--- src/rtl/spike_rate_decoder_if.sv ---
// rtl/spike_rate_decoder_if.sv - rate readout stream interface (valid/ready, channel-tagged)
interface spike_rate_decoder_if #(
    parameter int N_CH = 10
) ();
    localparam int CH_W = (N_CH > 1) ? $clog2(N_CH) : 1;

    logic            out_valid;
    logic            out_ready;
    logic [15:0]     out_data;
    logic [CH_W-1:0] out_ch;
    logic            out_last;

    modport master (
        output out_valid,
        output out_data,
        output out_ch,
        output out_last,
        input  out_ready
    );

    modport slave (
        input  out_valid,
        input  out_data,
        input  out_ch,
        input  out_last,
        output out_ready
    );
endinterface

--- src/rtl/spike_rate_decoder.sv ---
// rtl/spike_rate_decoder.sv - windowed spike counter streaming Q6.10 per-channel rates
module spike_rate_decoder #(
    parameter int N_CH      = 10,
    parameter int WINDOW    = 32,
    parameter int FRAC_BITS = 10
) (
    input  logic                   clk,
    input  logic                   rst,
    input  logic                   en,
    input  logic [N_CH-1:0]        spikes_in,
    spike_rate_decoder_if.master   rd,
    output logic                   overrun
);
    localparam int CNT_W = $clog2(WINDOW + 1);
    localparam int WC_W  = $clog2(WINDOW);
    localparam int CH_W  = (N_CH > 1) ? $clog2(N_CH) : 1;
    // count == WINDOW must land exactly on 1.0, hence the shift by the window exponent
    localparam int SHIFT = FRAC_BITS - $clog2(WINDOW);
    localparam logic [WC_W-1:0] WC_LAST = WC_W'(WINDOW - 1);
    localparam logic [CH_W-1:0] CH_LAST = CH_W'(N_CH - 1);

    typedef enum logic {S_IDLE, S_SEND} state_t;

    state_t           r_state;
    state_t           w_state_next;
    logic [CNT_W-1:0] r_cnt      [N_CH];
    logic [CNT_W-1:0] r_shadow   [N_CH];
    logic [CNT_W-1:0] w_cnt_next [N_CH];
    logic [WC_W-1:0]  r_wcnt;
    logic [CH_W-1:0]  r_ch;
    logic [CH_W-1:0]  w_ch_next;
    logic             r_overrun;
    logic             w_win_end;
    logic             w_xfer;
    logic             w_last;
    logic             w_load;
    logic             w_ovr_set;
    logic [CNT_W-1:0] w_sel;

    // Count including the current sample, so the snapshot taken at window end sees it
    always_comb begin
        for (int k = 0; k < N_CH; k++) begin
            w_cnt_next[k] = r_cnt[k] + CNT_W'(spikes_in[k]);
        end
    end

    assign w_win_end = en && (r_wcnt == WC_LAST);
    assign w_xfer    = (r_state == S_SEND) && rd.out_ready;
    assign w_last    = (r_ch == CH_LAST);

    // Spike and window counters run regardless of the readout state
    always_ff @(posedge clk) begin
        if (!rst) begin
            for (int k = 0; k < N_CH; k++) begin
                r_cnt[k] <= '0;
            end
            r_wcnt <= '0;
        end else if (en) begin
            for (int k = 0; k < N_CH; k++) begin
                r_cnt[k] <= w_win_end ? '0 : w_cnt_next[k];
            end
            r_wcnt <= w_win_end ? '0 : r_wcnt + 1'b1;
        end
    end

    // Readout state register
    always_ff @(posedge clk) begin
        if (!rst) begin
            r_state <= S_IDLE;
        end else begin
            r_state <= w_state_next;
        end
    end

    // Readout next state: snapshot on window end unless a stream is still in flight
    always_comb begin
        w_state_next = r_state;
        w_ch_next    = r_ch;
        w_load       = 1'b0;
        w_ovr_set    = 1'b0;
        case (r_state)
            S_IDLE: begin
                if (w_win_end) begin
                    w_load       = 1'b1;
                    w_ch_next    = '0;
                    w_state_next = S_SEND;
                end
            end
            S_SEND: begin
                if (w_xfer && w_last) begin
                    w_ch_next = '0;
                    if (w_win_end) begin
                        w_load = 1'b1;
                    end else begin
                        w_state_next = S_IDLE;
                    end
                end else begin
                    if (w_xfer) begin
                        w_ch_next = r_ch + 1'b1;
                    end
                    if (w_win_end) begin
                        w_ovr_set = 1'b1;
                    end
                end
            end
            default: begin
                w_state_next = S_IDLE;
                w_ch_next    = '0;
            end
        endcase
    end

    // Channel pointer, shadow snapshot and sticky overrun flag
    always_ff @(posedge clk) begin
        if (!rst) begin
            r_ch      <= '0;
            r_overrun <= 1'b0;
            for (int k = 0; k < N_CH; k++) begin
                r_shadow[k] <= '0;
            end
        end else begin
            r_ch <= w_ch_next;
            if (w_load) begin
                for (int k = 0; k < N_CH; k++) begin
                    r_shadow[k] <= w_cnt_next[k];
                end
            end
            if (w_ovr_set) begin
                r_overrun <= 1'b1;
            end
        end
    end

    assign w_sel        = r_shadow[r_ch];
    assign rd.out_valid = (r_state == S_SEND);
    assign rd.out_data  = 16'(w_sel) << SHIFT;
    assign rd.out_ch    = r_ch;
    assign rd.out_last  = (r_state == S_SEND) && w_last;
    assign overrun      = r_overrun;
endmodule

--- src/flat_wrapper.sv ---
// flat-port wrapper written by rule: the top's interface ports become plain ports
module spike_rate_decoder_flat 
#(
    parameter int N_CH      = 10,
    parameter int WINDOW    = 32,
    parameter int FRAC_BITS = 10
)
  (clk, rst, en, spikes_in, overrun, rd_out_valid, rd_out_data, rd_out_ch, rd_out_last, rd_out_ready);
  spike_rate_decoder_if #(.N_CH(N_CH)) rd_i ();
  input  logic clk;
  input  logic rst;
  input  logic en;
  input  logic [N_CH-1:0] spikes_in;
  output logic overrun;
  output wire logic [$bits(rd_i.out_valid)-1:0] rd_out_valid;
  output wire logic [$bits(rd_i.out_data)-1:0] rd_out_data;
  output wire logic [$bits(rd_i.out_ch)-1:0] rd_out_ch;
  output wire logic [$bits(rd_i.out_last)-1:0] rd_out_last;
  input wire logic [$bits(rd_i.out_ready)-1:0] rd_out_ready;
  assign rd_out_valid = rd_i.out_valid;
  assign rd_out_data = rd_i.out_data;
  assign rd_out_ch = rd_i.out_ch;
  assign rd_out_last = rd_i.out_last;
  assign rd_i.out_ready = rd_out_ready;
  spike_rate_decoder #(.N_CH(N_CH), .WINDOW(WINDOW), .FRAC_BITS(FRAC_BITS)) u_core (.clk(clk), .rst(rst), .en(en), .spikes_in(spikes_in), .rd(rd_i), .overrun(overrun));
endmodule
--- config.mk ---
export PLATFORM = sky130hd
export DESIGN_NAME = spike_rate_decoder_flat
export DESIGN_NICKNAME = d
export VERILOG_FILES = /design/src/rtl/spike_rate_decoder_if.sv /design/src/rtl/spike_rate_decoder.sv /design/src/flat_wrapper.sv
export SDC_FILE = /design/constraint.sdc
export NUM_CORES = 1
export LEC_CHECK = 0
export CAP_MARGIN = 5
export CORE_MARGIN = 5
export CORE_UTILIZATION = 40
export DETAILED_ROUTE_END_ITERATION = 8
export GPL_ROUTABILITY_DRIVEN = 0
export PLACE_DENSITY = 0.69
export SLEW_MARGIN = 15
export SYNTH_ARGS = -nofsm -noshare
export SYNTH_HDL_FRONTEND = slang
export SYNTH_SLANG_ARGS = --single-unit
--- constraint.sdc ---
create_clock -name clk -period 7.6 [get_ports clk]
set_input_delay 1.52 -clock clk [delete_from_list [all_inputs] [get_ports clk]]
set_output_delay 1.52 -clock clk [all_outputs]
set_load 0.03 [all_outputs]
Fig. 1: cell density map
The die is cut into 14 by 14 equal tiles; white is low, dark blue is high, 0 to 100% covered.
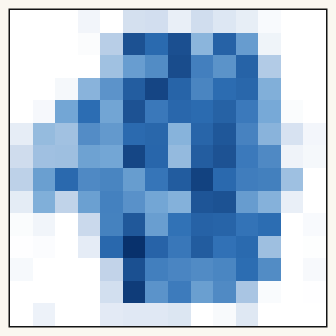
emptiest ninth of the die	bottom left
fullest tile	100%
mean over tiles	39%
densest ninth of the die	middle
nearly empty tiles	26%

Fig. 2: cells colored by class
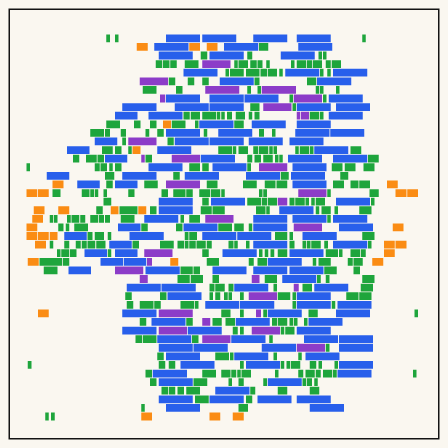
color	class	cells	share of their area
purple	clock drivers and dummy loads	32	8.7%
orange	remaining buffers and delay cells	32	4.3%
green	combinational and other logic	340	32%
blue	sequential cells	135	55%

Fig. 3: sequential cells grouped by signal name
The bar under the picture is 50 um long. Other sequential cells in the stronger gray, the rest of the logic in the fainter gray.
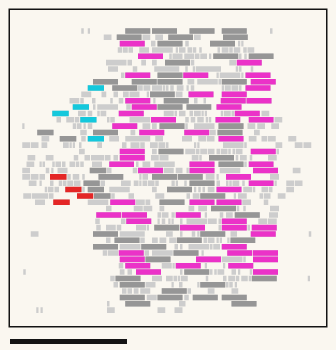
color	signal	sequential cells
magenta	u_core.r_shadow	60
red	u_core.rd.out_ch	4
cyan	u_core.r_wcnt	5
Register Area: 0.00390 mm2
Seq area share: 53.3%

==> qor.txt <==
Outcome - complete, no violations
Slew HR - 35.7%
Diodes inserted - 0
Post-synthesis xor/xnor area fraction - 5.98%
I/O pin total - 37
Adder Area Share - 4.77%
CP max-delay cell - clkdlybuf4s50_1
CTS Root Cell - clkbuf_16
WP data required - 6.08 ns
Clock Skew - 0.00529 ns
Synth Flop Type - edfxtp_1
Most numerous logic cell after layout - edfxtp_1
Post-Synthesis Mean Instance Area - 12.7 um2
Mux cell area share - 5.29%
Worst-Margin Slew - 0.960 ns
CTS resizes - 0
Ys cells - 496
Post-synth regs - 135
Crit. End Element - output port
Fraction of layout cells with a size suffix above 1 - 11.1%
Port bufs - 26
Clk sinks - 135
1st-iter DRT viols - 284
Logic family by area - simple AND/OR/NAND/NOR gates
Unrepaired setup endpoints after global routing - no
Layout area overhead - 16.5%
Final hold slack - 0.481 ns
Rows - 45
Top area cell types - edfxtp_1 (57%), nor2_1 (5.3%), dfxtp_1 (4.8%), ha_1 (4.8%), xor2_1 (3.5%)
Overflow after GRT - 0
Total power - 1.80 mW
Crit path kind - flop to output port
Final setup TNS - 0 ns
Max-slew violations - 0
[sequential cells by signal, indices dropped and copies added, names as in the netlist, named ones only]
register and cells:
u_core.rd.out_valid 1, u_core.r_cnt 60, u_core.r_wcnt 5, u_core.overrun 1, u_core.r_shadow 60, u_core.rd.out_ch 4
[layer usage]
layer | GRT usage [%] | vias up | part of all wire [%]
met1 | 18.5 | 1822 | 47
met5 | 0 | - | 0
met4 | 5.54 | 0 | 1.7
met3 | 4.42 | 13 | 5.5
li1 | - | 1819 | -
met2 | 20.8 | 101 | 46
[path summary, 6_finish.rpt]
kind,start,cells after the start,endpoint,slack [ns]
hold reg to reg,u_core.overrun,1,u_core.overrun,0.48
setup / recovery,flop,6,rd_out_data[6],3.46
setup reg to reg,u_core.r_wcnt[0],7,u_core.r_cnt[0][21],5.03
hold / removal,u_core.overrun,1,u_core.overrun,0.48
[layout make-up]
cell class	instances	area, um2
Multi-Input combinational cell	336	2230
Clock buffer	18	429
Fill cell	1352	7980
Clock inverter	14	183
Tap cell	211	264
Sequential cell	135	3900
Inverter	4	15.0
Timing Repair Buffer	32	305
[synth_stat cells (2+ instances only)]
library cell,number
a21boi_0,2
a21oi_1,2
a221o_1,2
a22oi_1,4
and2_1,22
and3_1,30
buf_2,5
buf_4,10
buf_6,2
clkbuf_1,9
clkbuf_2,2
dfxtp_1,15
edfxtp_1,120
ha_1,24
inv_1,4
mux2_2,18
mux2i_1,13
nand2_1,16
nand3_1,28
nand4_1,2
nor2_1,89
nor2b_1,3
o21a_1,3
o21ai_0,6
o21ai_1,5
o21ai_2,2
o221ai_1,4
o22ai_1,2
xnor2_1,18
xor2_1,25
[metrics by stage]
| step | setup WS, ns | instances | utilization (%) | area [um2] |
|---|---|---|---|---|
| 4_1_cts | 3.44 | 750 | 47.9 | 7330 |
| 3_3_place_gp | 3.91 | 718 | 43.9 | 6720 |
| 5_1_grt | 3.36 | 750 | 47.9 | 7330 |
| 3_5_place_dp | 3.89 | 718 | 43.9 | 6720 |
| 6_report | 3.46 | 750 | 47.9 | 7330 |
| 2_1_floorplan | 0.983 | 505 | - | 6330 |
[power breakdown]
group | internal (mW) | switching [mW] | total, mW | leakage [nW]
Sequential | 0.844 | 0.0197 | 0.864 | 1.41
Combinational | 0.0355 | 0.0581 | 0.0936 | 1.06
Clock | 0.545 | 0.296 | 0.840 | 0.289
Total | 1.42 | 0.373 | 1.80 | 2.76
[cell families (layout without fill, tap and decap cells)]
logic type	after synthesis	in the layout
and+or+nand+nor	195	195
DFF	135	135
xor gates and xnor gates	43	43
buffers and inverters	34	68
AOI/OAI and AO/OA	33	33
muxes	31	31
adders and majority gates	24	24
other	1	10
Power and IR drop assume default switching activity.
